==> images/cell_classes.png <==
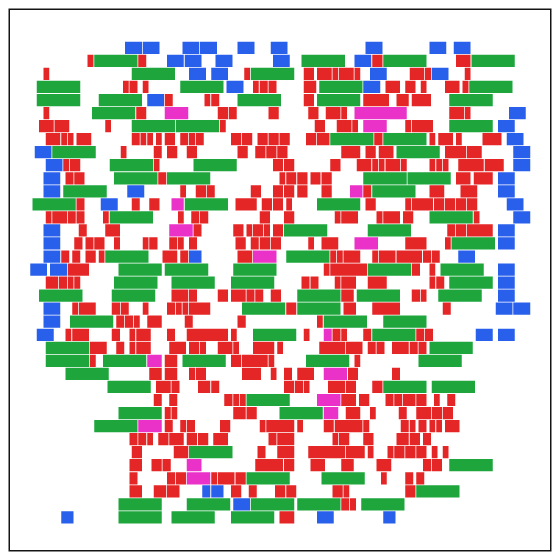
==> images/final_clocks.png <==
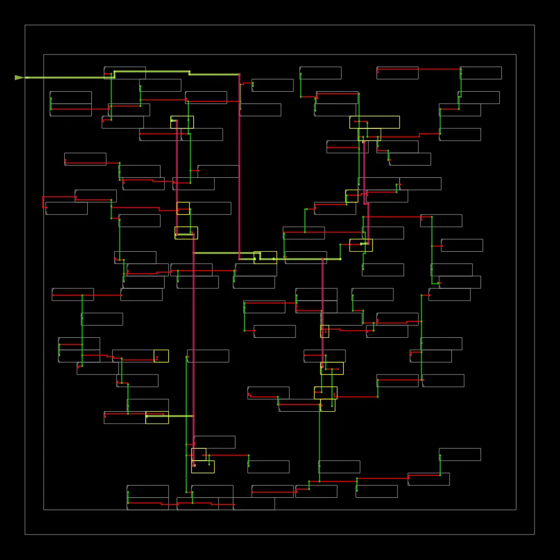
## config.mk

```make
export PLATFORM = sky130hd
export DESIGN_NAME = flip_sequencer_flat
export DESIGN_NICKNAME = d
export VERILOG_FILES = /design/src/rtl/flip_sequencer_if.sv /design/src/rtl/flip_sequencer.sv /design/src/flat_wrapper.sv
export SDC_FILE = /design/constraint.sdc
export NUM_CORES = 1
export LEC_CHECK = 0
export CAP_MARGIN = 20
export CORE_MARGIN = 4
export CORE_UTILIZATION = 45
export DETAILED_ROUTE_END_ITERATION = 10
export PLACE_DENSITY = 0.67
export SETUP_SLACK_MARGIN = 0.2
export SKIP_LAST_GASP = 1
export SYNTH_ARGS = -nofsm -noshare
export SYNTH_HDL_FRONTEND = slang
export SYNTH_SLANG_ARGS = --single-unit
```

## constraint.sdc

```tcl
create_clock -name clk -period 5.1 [get_ports clk]
set_input_delay 1.275 -clock clk [delete_from_list [all_inputs] [get_ports clk]]
set_output_delay 1.275 -clock clk [all_outputs]
set_load 0.05 [all_outputs]
```

## src/rtl/flip_sequencer_if.sv

```systemverilog
// Select handshake from the cursor logic and the card-value store lookup.
// The slave side is the turn sequencer; the master side is the surrounding game logic.
interface flip_sequencer_if #(
    parameter int unsigned VAL_W = 3
);
    logic             sel_valid;
    logic [3:0]       sel_pos;
    logic             sel_ready;
    logic [3:0]       val_addr;
    logic [VAL_W-1:0] val_data;

    modport master (
        output sel_valid, sel_pos, val_data,
        input  sel_ready, val_addr
    );

    modport slave (
        input  sel_valid, sel_pos, val_data,
        output sel_ready, val_addr
    );
endinterface

```

## src/rtl/flip_sequencer.sv

```systemverilog
// Turn controller for the card-flip memory game: flip, compare, reveal, hide or match.
// Optional macro FAST_FLIP_EN: a select during REVEAL ends the reveal and starts a new turn.
module flip_sequencer #(
    parameter int unsigned REVEAL_CYCLES = 50000000,
    parameter int unsigned VAL_W         = 3
) (
    input  logic            clk,
    input  logic            reset,
    input  logic            new_game,
    flip_sequencer_if.slave bus,
    output logic [15:0]     face_up,
    output logic [15:0]     matched,
    output logic [7:0]      move_count,
    output logic            match_pulse,
    output logic            mismatch_pulse,
    output logic            game_won
);
    localparam int unsigned CNT_W = $clog2(REVEAL_CYCLES + 1);

    typedef enum logic [2:0] {
        WAIT_FIRST,
        READ_FIRST,
        WAIT_SECOND,
        READ_SECOND,
        COMPARE,
        REVEAL,
        DONE
    } state_e;

    state_e           state_q, state_d;
    logic [15:0]      face_up_q, face_up_d;
    logic [15:0]      matched_q, matched_d;
    logic [7:0]       move_count_q, move_count_d;
    logic [3:0]       val_addr_q, val_addr_d;
    logic [3:0]       first_idx_q, first_idx_d;
    logic [3:0]       second_idx_q, second_idx_d;
    logic [VAL_W-1:0] first_val_q, first_val_d;
    logic [VAL_W-1:0] second_val_q, second_val_d;
    logic [CNT_W-1:0] cnt_q, cnt_d;
    logic             match_pulse_q, match_pulse_d;
    logic             mismatch_pulse_q, mismatch_pulse_d;
    logic             game_won_q, game_won_d;

    logic             sel_ready;
    logic             sel_ok;
    logic [15:0]      sel_bit;
    logic [15:0]      pair_mask;
    logic [15:0]      face_eff;

    assign sel_bit   = 16'd1 << bus.sel_pos;
    assign pair_mask = (16'd1 << first_idx_q) | (16'd1 << second_idx_q);

`ifdef FAST_FLIP_EN
    // In REVEAL the pending pair counts as already hidden, so either card may be re-picked.
    assign sel_ready = (state_q == WAIT_FIRST) || (state_q == WAIT_SECOND) || (state_q == REVEAL);
    assign face_eff  = (state_q == REVEAL) ? (face_up_q & ~pair_mask) : face_up_q;
`else
    assign sel_ready = (state_q == WAIT_FIRST) || (state_q == WAIT_SECOND);
    assign face_eff  = face_up_q;
`endif

    assign sel_ok = bus.sel_valid & sel_ready & ~face_eff[bus.sel_pos];

    always_comb begin
        state_d          = state_q;
        face_up_d        = face_up_q;
        matched_d        = matched_q;
        move_count_d     = move_count_q;
        val_addr_d       = val_addr_q;
        first_idx_d      = first_idx_q;
        second_idx_d     = second_idx_q;
        first_val_d      = first_val_q;
        second_val_d     = second_val_q;
        cnt_d            = cnt_q;
        match_pulse_d    = 1'b0;
        mismatch_pulse_d = 1'b0;
        game_won_d       = game_won_q;

        if (new_game) begin
            state_d      = WAIT_FIRST;
            face_up_d    = '0;
            matched_d    = '0;
            move_count_d = '0;
            val_addr_d   = '0;
            first_idx_d  = '0;
            second_idx_d = '0;
            first_val_d  = '0;
            second_val_d = '0;
            cnt_d        = '0;
            game_won_d   = 1'b0;
        end else begin
            case (state_q)
                WAIT_FIRST: if (sel_ok) begin
                    face_up_d   = face_up_q | sel_bit;
                    val_addr_d  = bus.sel_pos;
                    first_idx_d = bus.sel_pos;
                    state_d     = READ_FIRST;
                end
                READ_FIRST: begin
                    first_val_d = bus.val_data;
                    state_d     = WAIT_SECOND;
                end
                WAIT_SECOND: if (sel_ok) begin
                    face_up_d    = face_up_q | sel_bit;
                    val_addr_d   = bus.sel_pos;
                    second_idx_d = bus.sel_pos;
                    state_d      = READ_SECOND;
                end
                READ_SECOND: begin
                    second_val_d = bus.val_data;
                    state_d      = COMPARE;
                end
                COMPARE: begin
                    if (move_count_q != 8'hFF) move_count_d = move_count_q + 8'd1;
                    if (first_val_q == second_val_q) begin
                        matched_d     = matched_q | pair_mask;
                        match_pulse_d = 1'b1;
                        if (matched_d == 16'hFFFF) begin
                            game_won_d = 1'b1;
                            state_d    = DONE;
                        end else begin
                            state_d = WAIT_FIRST;
                        end
                    end else begin
                        cnt_d   = CNT_W'(REVEAL_CYCLES - 1);
                        state_d = REVEAL;
                    end
                end
                REVEAL: begin
                    if (sel_ok) begin
                        face_up_d        = face_eff | sel_bit;
                        mismatch_pulse_d = 1'b1;
                        val_addr_d       = bus.sel_pos;
                        first_idx_d      = bus.sel_pos;
                        state_d          = READ_FIRST;
                    end else if (cnt_q == '0) begin
                        face_up_d        = face_up_q & ~pair_mask;
                        mismatch_pulse_d = 1'b1;
                        state_d          = WAIT_FIRST;
                    end else begin
                        cnt_d = cnt_q - CNT_W'(1);
                    end
                end
                DONE: ;
                default: state_d = WAIT_FIRST;
            endcase
        end
    end

    always_ff @(posedge clk or negedge reset) begin
        if (!reset) begin
            state_q          <= WAIT_FIRST;
            face_up_q        <= '0;
            matched_q        <= '0;
            move_count_q     <= '0;
            val_addr_q       <= '0;
            first_idx_q      <= '0;
            second_idx_q     <= '0;
            first_val_q      <= '0;
            second_val_q     <= '0;
            cnt_q            <= '0;
            match_pulse_q    <= 1'b0;
            mismatch_pulse_q <= 1'b0;
            game_won_q       <= 1'b0;
        end else begin
            state_q          <= state_d;
            face_up_q        <= face_up_d;
            matched_q        <= matched_d;
            move_count_q     <= move_count_d;
            val_addr_q       <= val_addr_d;
            first_idx_q      <= first_idx_d;
            second_idx_q     <= second_idx_d;
            first_val_q      <= first_val_d;
            second_val_q     <= second_val_d;
            cnt_q            <= cnt_d;
            match_pulse_q    <= match_pulse_d;
            mismatch_pulse_q <= mismatch_pulse_d;
            game_won_q       <= game_won_d;
        end
    end

    assign bus.sel_ready  = sel_ready;
    assign bus.val_addr   = val_addr_q;
    assign face_up        = face_up_q;
    assign matched        = matched_q;
    assign move_count     = move_count_q;
    assign match_pulse    = match_pulse_q;
    assign mismatch_pulse = mismatch_pulse_q;
    assign game_won       = game_won_q;
endmodule

```

## src/flat_wrapper.sv

```systemverilog
// flat-port wrapper written by rule: the top's interface ports become plain ports
module flip_sequencer_flat 
#(
    parameter int unsigned REVEAL_CYCLES = 50000000,
    parameter int unsigned VAL_W         = 3
)
  (clk, reset, new_game, face_up, matched, move_count, match_pulse, mismatch_pulse, game_won, bus_sel_valid, bus_sel_pos, bus_val_data, bus_sel_ready, bus_val_addr);
  flip_sequencer_if #(.VAL_W(VAL_W)) bus_i ();
  input  logic clk;
  input  logic reset;
  input  logic new_game;
  output logic [15:0] face_up;
  output logic [15:0] matched;
  output logic [7:0] move_count;
  output logic match_pulse;
  output logic mismatch_pulse;
  output logic game_won;
  input wire logic [$bits(bus_i.sel_valid)-1:0] bus_sel_valid;
  input wire logic [$bits(bus_i.sel_pos)-1:0] bus_sel_pos;
  input wire logic [$bits(bus_i.val_data)-1:0] bus_val_data;
  output wire logic [$bits(bus_i.sel_ready)-1:0] bus_sel_ready;
  output wire logic [$bits(bus_i.val_addr)-1:0] bus_val_addr;
  assign bus_i.sel_valid = bus_sel_valid;
  assign bus_i.sel_pos = bus_sel_pos;
  assign bus_i.val_data = bus_val_data;
  assign bus_sel_ready = bus_i.sel_ready;
  assign bus_val_addr = bus_i.val_addr;
  flip_sequencer #(.REVEAL_CYCLES(REVEAL_CYCLES), .VAL_W(VAL_W)) u_core (.clk(clk), .reset(reset), .new_game(new_game), .bus(bus_i), .face_up(face_up), .matched(matched), .move_count(move_count), .match_pulse(match_pulse), .mismatch_pulse(mismatch_pulse), .game_won(game_won));
endmodule
```

==> impl_metrics.xml <==
<?xml version="1.0" encoding="UTF-8"?>
<metrics>
  <group name="finish">
    <metric name="area_of_all_placed_cells_without_fillers" unit="mm2">0.005773</metric>
    <metric name="nonClockBufferCount" unit="">61</metric>
    <metric name="area_overhead_of_the_layout_relative_to_synthesis" unit="%">17.23</metric>
    <metric name="seq_area" unit="mm2">0.002252</metric>
    <metric name="logic_gate_count" unit="">383</metric>
    <metric name="utilization" unit="%">54.94</metric>
    <metric name="clock_area_share" unit="%">3.468</metric>
  </group>
  <group name="detailed_routing">
    <metric name="wl_met3" unit="um">687</metric>
    <metric name="avgRoutedWirePerCell" unit="um">18.76</metric>
  </group>
  <group name="worst_hold_path">
    <metric name="destination_of_the_worst_hold_path" unit="">u_core.cnt_q[7]</metric>
  </group>
  <group name="flow_run">
    <metric name="timing.max_cap.violations" unit="">0</metric>
  </group>
  <group name="sta">
    <metric name="report.final.hold_viol_count" unit="">0</metric>
    <metric name="max-slew-margin-rel" unit="%">28.37</metric>
    <metric name="timing.final.ws_setup" unit="ns">1.123</metric>
    <metric name="fin_tns_setup" unit="ns">0</metric>
    <metric name="final_max_slew_violation_count" unit="">0</metric>
    <metric name="grt_setup_unrepaired" unit="">false</metric>
  </group>
  <group name="setup_path">
    <metric name="timing.critical_path.to_type" unit="">flop</metric>
    <metric name="regToRegEndpoint" unit="">u_core.face_up[7]</metric>
    <metric name="worstSetupStartpointType" unit="">input pin</metric>
    <metric name="critical_path.slowest_cell" unit="">sky130_fd_sc_hd__clkdlybuf4s50_1</metric>
    <metric name="number_of_gates_on_the_worst_path_with_buffers_counted" unit="">7</metric>
  </group>
  <group name="power">
    <metric name="power_sequential" unit="uW">779</metric>
    <metric name="seqPwrFrac" unit="%">49.9</metric>
    <metric name="p_clk_share" unit="%">32.4</metric>
  </group>
  <group name="synth">
    <metric name="ys_top_cells_by_area" unit="">sky130_fd_sc_hd__dfrtp_1 46%, sky130_fd_sc_hd__a21oi_1 4.4%, sky130_fd_sc_hd__nand2_1 3.4%, sky130_fd_sc_hd__nor2_1 3.4%, sky130_fd_sc_hd__o22ai_1 2.8%</metric>
    <metric name="ys.flop_type" unit="">sky130_fd_sc_hd__dfrtp_1</metric>
    <metric name="syn-instance-count" unit="">516</metric>
    <metric name="yosys_area" unit="mm2">0.004925</metric>
    <metric name="count_of_flip_flops_with_a_built_in_enable_after_synthesis" unit="">0</metric>
    <metric name="yosysSeqAreaShare" unit="%">45.73</metric>
  </group>
  <group name="placement">
    <metric name="place.detailed.instances" unit="">690</metric>
  </group>
  <group name="grt">
    <metric name="first_global_vias" unit="">4123</metric>
    <metric name="antenna_found_initial" unit="">0</metric>
  </group>
  <group name="die">
    <metric name="die_w" unit="um">112.6</metric>
  </group>
  <group name="status">
    <metric name="run_status" unit="">finished, final reports clean</metric>
  </group>
</metrics>
Notes on cell_classes.png above:
- flip-flops: green (cells 90; share of their area 40%)
- all other logic: red (cells 403; share of their area 46%)
- other buffers and delay cells: blue (cells 61; share of their area 11%)
- clock drivers and dummy loads: magenta (cells 16; share of their area 3.6%)

Notes on final_clocks.png above:
sequential cell count of the final layout: 90
clock buffer count: 9
clock sink count: 90
number of buffers added by the clock tree synthesis step: 9

Power is estimated from default activity; no workload was simulated.
